### src/rtl/key_sequence_controller.sv
// Key front-end for the switch/key adder: synchronises and debounces three active-low keys,
// enforces the A -> B -> ADD entry order, latches operands, forms the sum and flags illegal presses.
module key_sequence_controller #(
   parameter int unsigned W               = 4,
   parameter int unsigned DEBOUNCE_CYCLES = 50000,
   parameter int unsigned ERR_CYCLES      = 25000
) (
   input  logic         clk,
   input  logic         rst_n,
   input  logic [W-1:0] i_switch,
   input  logic         key0,
   input  logic         key1,
   input  logic         key2,
   output logic [W:0]   o_LED,
   output logic [1:0]   o_state,
   output logic         o_err
);

   localparam int unsigned LW  = W + 1;
   localparam int unsigned NK  = 3;
   localparam int unsigned DBW = $clog2(DEBOUNCE_CYCLES + 1);
   localparam int unsigned ERW = $clog2(ERR_CYCLES + 1);

   typedef enum logic [1:0] {
      ST_IDLE   = 2'd0,
      ST_HAVE_A = 2'd1,
      ST_HAVE_B = 2'd2,
      ST_SHOW   = 2'd3
   } state_t;

   logic [NK-1:0]          sync1_q, sync1_d;
   logic [NK-1:0]          sync2_q, sync2_d;
   logic [NK-1:0]          deb_q, deb_d;
   logic [NK-1:0]          deb_prev_q, deb_prev_d;
   logic [NK-1:0]          armed_q, armed_d;
   logic [NK-1:0]          ev_q, ev_d;
   logic [NK-1:0][DBW-1:0] cnt_q, cnt_d;
   logic [1:0]             vld_q, vld_d;

   state_t                 state_q, state_d;
   logic [W-1:0]           a_q, a_d;
   logic [W-1:0]           b_q, b_d;
   logic [LW-1:0]          led_q, led_d;
   logic                   err_q, err_d;
   logic [ERW-1:0]         ecnt_q, ecnt_d;
   logic                   illegal;

   // Input conditioning; a key only becomes armed once it has been seen released after reset,
   // so a key held through reset cannot generate a press event.
   always_comb begin
      sync1_d    = {key2, key1, key0};
      sync2_d    = sync1_q;
      deb_d      = deb_q;
      deb_prev_d = deb_q;
      armed_d    = armed_q;
      ev_d       = '0;
      cnt_d      = '0;
      vld_d      = {vld_q[0], 1'b1};
      for (int k = 0; k < NK; k++) begin
         if (sync2_q[k] != deb_q[k]) begin
            if (cnt_q[k] == DBW'(DEBOUNCE_CYCLES - 1)) begin
               deb_d[k] = ~deb_q[k];
            end else begin
               cnt_d[k] = DBW'(cnt_q[k] + 1'b1);
            end
         end
         if (vld_q[1] && sync2_q[k]) begin
            armed_d[k] = 1'b1;
         end
         ev_d[k] = armed_q[k] & deb_prev_q[k] & ~deb_q[k];
      end
   end

   always_ff @(posedge clk or negedge rst_n) begin
      if (!rst_n) begin
         sync1_q    <= '1;
         sync2_q    <= '1;
         deb_q      <= '1;
         deb_prev_q <= '1;
         armed_q    <= '0;
         ev_q       <= '0;
         cnt_q      <= '0;
         vld_q      <= '0;
      end else begin
         sync1_q    <= sync1_d;
         sync2_q    <= sync2_d;
         deb_q      <= deb_d;
         deb_prev_q <= deb_prev_d;
         armed_q    <= armed_d;
         ev_q       <= ev_d;
         cnt_q      <= cnt_d;
         vld_q      <= vld_d;
      end
   end

   // Sequencer: key0 > key1 > key2, lower-priority simultaneous events are dropped.
   always_comb begin
      state_d = state_q;
      a_d     = a_q;
      b_d     = b_q;
      led_d   = led_q;
      err_d   = err_q;
      ecnt_d  = ecnt_q;
      illegal = 1'b0;

      if (err_q) begin
         if (ecnt_q == '0) begin
            err_d = 1'b0;
         end else begin
            ecnt_d = ERW'(ecnt_q - 1'b1);
         end
      end

      if (ev_q[0]) begin
         a_d     = i_switch;
         led_d   = {1'b0, i_switch};
         state_d = ST_HAVE_A;
         if (state_q == ST_HAVE_B || state_q == ST_SHOW) begin
            b_d = '0;
         end
      end else if (ev_q[1]) begin
         case (state_q)
            ST_HAVE_A, ST_HAVE_B: begin
               b_d     = i_switch;
               led_d   = {1'b0, i_switch};
               state_d = ST_HAVE_B;
            end
            default: illegal = 1'b1;
         endcase
      end else if (ev_q[2]) begin
         case (state_q)
            ST_HAVE_B, ST_SHOW: begin
               led_d   = LW'(a_q) + LW'(b_q);
               state_d = ST_SHOW;
            end
            default: illegal = 1'b1;
         endcase
      end

      if (illegal) begin
         err_d  = 1'b1;
         ecnt_d = ERW'(ERR_CYCLES - 1);
      end
   end

   always_ff @(posedge clk or negedge rst_n) begin
      if (!rst_n) begin
         state_q <= ST_IDLE;
         a_q     <= '0;
         b_q     <= '0;
         led_q   <= '0;
         err_q   <= 1'b0;
         ecnt_q  <= '0;
      end else begin
         state_q <= state_d;
         a_q     <= a_d;
         b_q     <= b_d;
         led_q   <= led_d;
         err_q   <= err_d;
         ecnt_q  <= ecnt_d;
      end
   end

   assign o_LED   = led_q;
   assign o_state = state_q;
   assign o_err   = err_q;

endmodule
### config.mk
export PLATFORM = sky130hd
export DESIGN_NAME = key_sequence_controller
export DESIGN_NICKNAME = d
export VERILOG_FILES = /design/src/rtl/key_sequence_controller.sv
export SDC_FILE = /design/constraint.sdc
export NUM_CORES = 1
export LEC_CHECK = 0
export ABC_AREA = 1
export CAP_MARGIN = 25
export CORE_MARGIN = 8
export CORE_UTILIZATION = 45
export CTS_BUF_LIST = sky130_fd_sc_hd__clkbuf_4 sky130_fd_sc_hd__clkbuf_8 sky130_fd_sc_hd__clkbuf_16
export DETAILED_ROUTE_END_ITERATION = 12
export GPL_TIMING_DRIVEN = 0
export MAX_ROUTING_LAYER = met4
export PLACE_DENSITY_LB_ADDON = 0.05
export SYNTH_ARGS = -nofsm -noshare
export SYNTH_HDL_FRONTEND = slang
export SYNTH_SLANG_ARGS = --single-unit
export TNS_END_PERCENT = 10
### constraint.sdc
create_clock -name clk -period 1.75 [get_ports clk]
set_clock_uncertainty 0.15 [all_clocks]
set_input_delay 0.525 -clock clk [delete_from_list [all_inputs] [get_ports clk]]
set_output_delay 0.525 -clock clk [all_outputs]
set_load 0.01 [all_outputs]
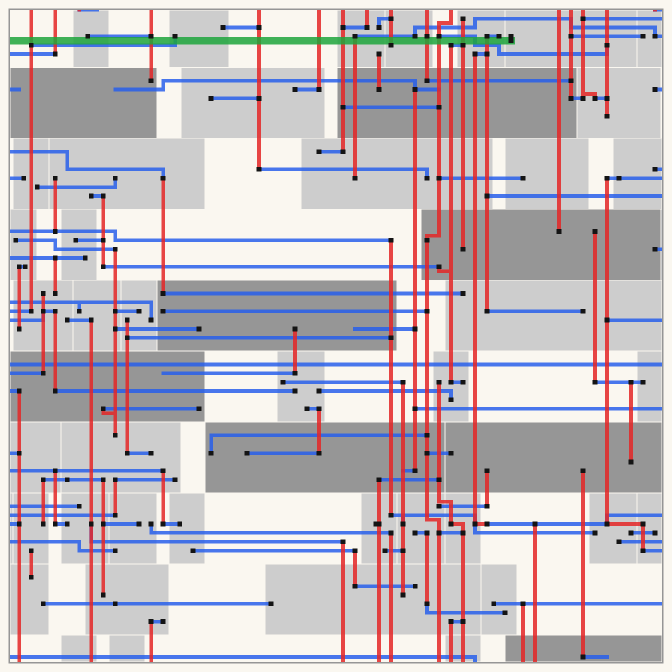
Run 1: layout detail
Window x 79 to 104, y 18 to 43 µm. Cells in grey, sequential cells in the stronger grey; small squares are vias.
| colour | layer |
|---|---|
| blue | met1 |
| red | met2 |
| green | met3 |
cells with their middle in the window: 44
sequential cells in the window: 7
netlist names of flops here include: a_q (2), b_q (2), ecnt_q (2)
most frequent: inv_1 (7), dfrtp_1 (7), o21ai_0 (6)

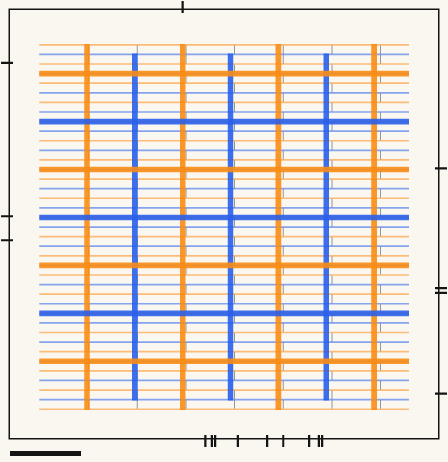
Run 1: floorplan with the power grid
Scale bar: 20 µm. Pins as bars on the die edge. Tap cells in grey.
| colour | net |
|---|---|
| orange | VSS |
| blue | VDD |
met5 straps: 7
met4 straps: 7
signal pins: 17

==> impl_metrics.py, run 1 <==
# Generated from Yosys and OpenROAD reports
metrics = {
    "worst_setup_path": {
        "slowest_delay_ns": 0.43,
        "cp_common_cell": "nand2_2",
        "cp.required_ns": 1.91,
        "crit_chain": "buf_6, ha_4, nor2_4, nand2_2, o21ai_4, inv_4, nand2_8, clkbuf_16, nand2_2, nand2_1",
    },
    "finish": {
        "final_cell_mix": "nand2_1, nor2_1, dfrtp_1",
    },
    "clocking": {
        "root_buffer": "clkbuf_8",
        "cts_buffer_depth": 2,
        "cts_buffers": 9,
    },
    "power_and_ir_drop": {
        "power_frac_seq": 0.589,
        "ir_drop_uv": 476,
        "pwr-share-clk": 0.375,
        "power.static_leakage_nw": 2.74,
        "power_mw": 3.97,
        "powerClk_mw": 1.49,
        "p_sw_mw": 0.920,
    },
    "sta": {
        "worstMarginPinSlew_ns": 0.510,
        "fin_ws_ns": -0.0822,
        "finalSetupViolCount": 11,
    },
    "synthesis": {
        "ys_sh_adder": 0.0290,
        "mux_share": 0,
        "fp_nets": 637,
    },
    "global_routing": {
        "grt_pass1_wl_um": 17400,
        "grt_pass1_vias": 3819,
        "track_usage": 0.148,
    },
    "placement": {
        "place_congestion": 0.813,
        "port_buffers": 16,
    },
    "detailed_routing": {
        "wire_per_inst_um": 12.4,
    },
    "run_status": {
        "violations": "setup timing",
        "status": "finished, violations left",
    },
    "worst_hold_path": {
        "hold_path.class": "flop to flop",
    },
    "floorplanning": {
        "num_io_pins": 17,
    },
}
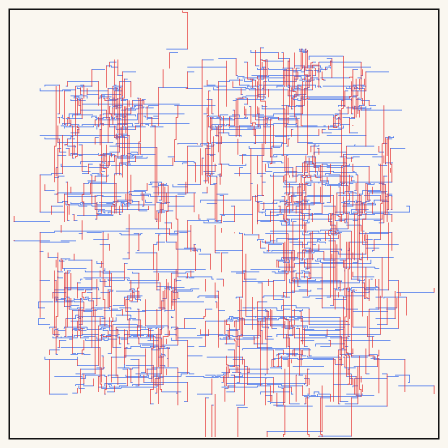
Run 1: routed metal, one colour a layer
Two of the layers only.
| colour | layer | wire length |
|---|---|---|
| red | met2 | 4620 µm |
| blue | met1 | 4880 µm |

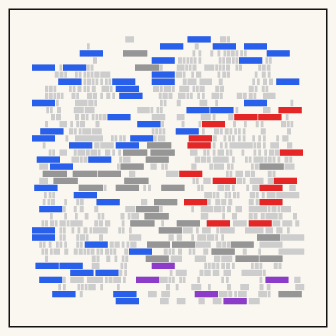
Run 1: sequential cells grouped by signal name
Other sequential cells in the stronger grey, the rest of the logic in the fainter grey.
| colour | name in the netlist | placed flops |
|---|---|---|
| red | ecnt_q | 15 |
| blue | cnt_q | 48 |
| purple | o_LED | 5 |
not coloured: 31

[run 1: layout make-up]
| type | count | area, µm² | area share |
|---|---|---|---|
| Buffer | 4 | 50.0 | 0.00849 |
| Clock buffer | 10 | 131 | 0.0223 |
| Clock inverter | 5 | 65.1 | 0.0110 |
| Inverter | 86 | 330 | 0.0561 |
| Multi-Input combinational cell | 428 | 2350 | 0.399 |
| Sequential cell | 99 | 2490 | 0.423 |
| Tap cell | 140 | 175 | 0.0297 |
| Timing Repair Buffer | 28 | 294 | 0.0499 |
[run 1: critical path, delay by kind of cell (launching register included)]
| family | cells | cell delay [ns] |
|---|---|---|
| flops | 1 | 0.43 |
| simple gates | 5 | 0.41 |
| buf+inv | 3 | 0.40 |
| compound gates | 1 | 0.22 |
| fa+ha+maj | 1 | 0.15 |
==> run 2: changes to the inputs <==
--- a/config.mk
+++ b/config.mk
@@ -11,7 +11,6 @@
 export CORE_UTILIZATION = 45
 export CTS_BUF_LIST = sky130_fd_sc_hd__clkbuf_4 sky130_fd_sc_hd__clkbuf_8 sky130_fd_sc_hd__clkbuf_16
 export DETAILED_ROUTE_END_ITERATION = 12
-export GPL_TIMING_DRIVEN = 0
 export MAX_ROUTING_LAYER = met4
 export PLACE_DENSITY_LB_ADDON = 0.05
 export SYNTH_ARGS = -nofsm -noshare
==> run 2 against run 1 <==
The run now ends clean. Largest cell class unchanged. Worst hold slack better by 0.0033 ns. Sequential cell count unchanged. Critical endpoint is now o_state[0]. Routed wire length grew 1.3%. Cell count up 2.3%.
==> impl_metrics.py, run 2 <==
# Generated from Yosys and OpenROAD reports
metrics = {
    "worst_setup_path": {
        "crit_chain": "clkdlybuf4s15_1",
        "critical_path.top_delay_family": "flip-flops",
        "cp.required_ns": 1.07,
        "worst-path-buf-inv": 1,
        "slowest_delay_ns": 0.41,
        "cp.depth": 1,
    },
    "sta": {
        "finalSetupViolCount": 0,
        "fin_ws_ns": 0.0568,
    },
    "clocking": {
        "root_buffer": "clkbuf_8",
        "cts_buffers": 9,
        "cts_buffer_depth": 2,
    },
    "finish": {
        "dominant-cell-class": "registers",
        "num-nonclk-inverters": 86,
        "n_multi_input_combinational_cell": 428,
        "logic_area_um2": 2210,
        "final-clk-cell-share": 0.0309,
        "ff_count": 99,
    },
    "power_and_ir_drop": {
        "powerClk_mw": 1.40,
        "power_frac_seq": 0.600,
        "p_sw_mw": 0.962,
        "power.static_leakage_nw": 2.81,
        "pwr-share-clk": 0.359,
    },
    "run_status": {
        "status": "complete, no violations",
    },
    "global_routing": {
        "grt_pass1_vias": 4004,
        "grt_pass1_wl_um": 17900,
    },
    "detailed_routing": {
        "wire_per_inst_um": 12.3,
    },
    "placement": {
        "place_congestion": 0.869,
        "port_buffers": 16,
    },
    "synthesis": {
        "fp_nets": 637,
    },
    "worst_hold_path": {
        "hold_path.class": "flop to flop",
    },
    "floorplanning": {
        "nWellTaps": 140,
    },
}
## run 2: cell types whose count changed in the layout (fill, tap and decap cells not counted), moves of 5 or more
cell / previous run / this run
nand2_1: 131 / 140
nand3_1: 33 / 38
nor2_4: 10 / 3
buf_4: 8 / 28
nand2_2: 15 / 8
nor2_2: 3 / 12
## run 2: per-layer routing
metal,vias to the layer above,global-route usage,part of all wire
met3,8,0.0405,0.027
met4,0,0.0509,0.013
met5,-,-,0
li1,2064,-,-
met2,29,0.244,0.47
met1,1909,0.185,0.49
## run 2: logic make-up after synthesis
kind of cell             share of synthesized area
AND/OR/NAND/NOR                              0.297
other                                     0.000750
flip-flops                                   0.498
adder cells (fa/ha/maj)                     0.0290
buffers and inverters                       0.0731
XOR/XNOR                                    0.0350
AND-OR/OR-AND                               0.0666
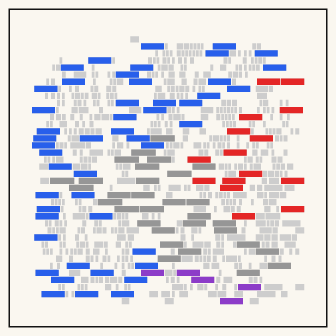
Run 2: sequential cells grouped by signal name
Other sequential cells in the stronger grey, the rest of the logic in the fainter grey.
Seq/total area: 0.427
P_seq: 2.34 mW
register area: 2490 µm²
final design utilization: 0.538

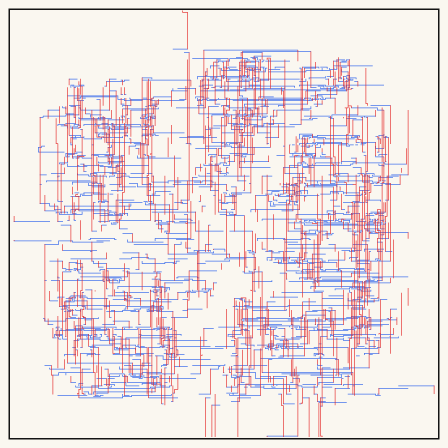
Run 2: routed metal, one colour a layer
Two of the layers only.
| colour | layer | wire length |
|---|---|---|
| blue | met1 | 4940 µm |
| red | met2 | 4710 µm |

Power figures rest on the tool's default switching activity, not on a simulated workload.
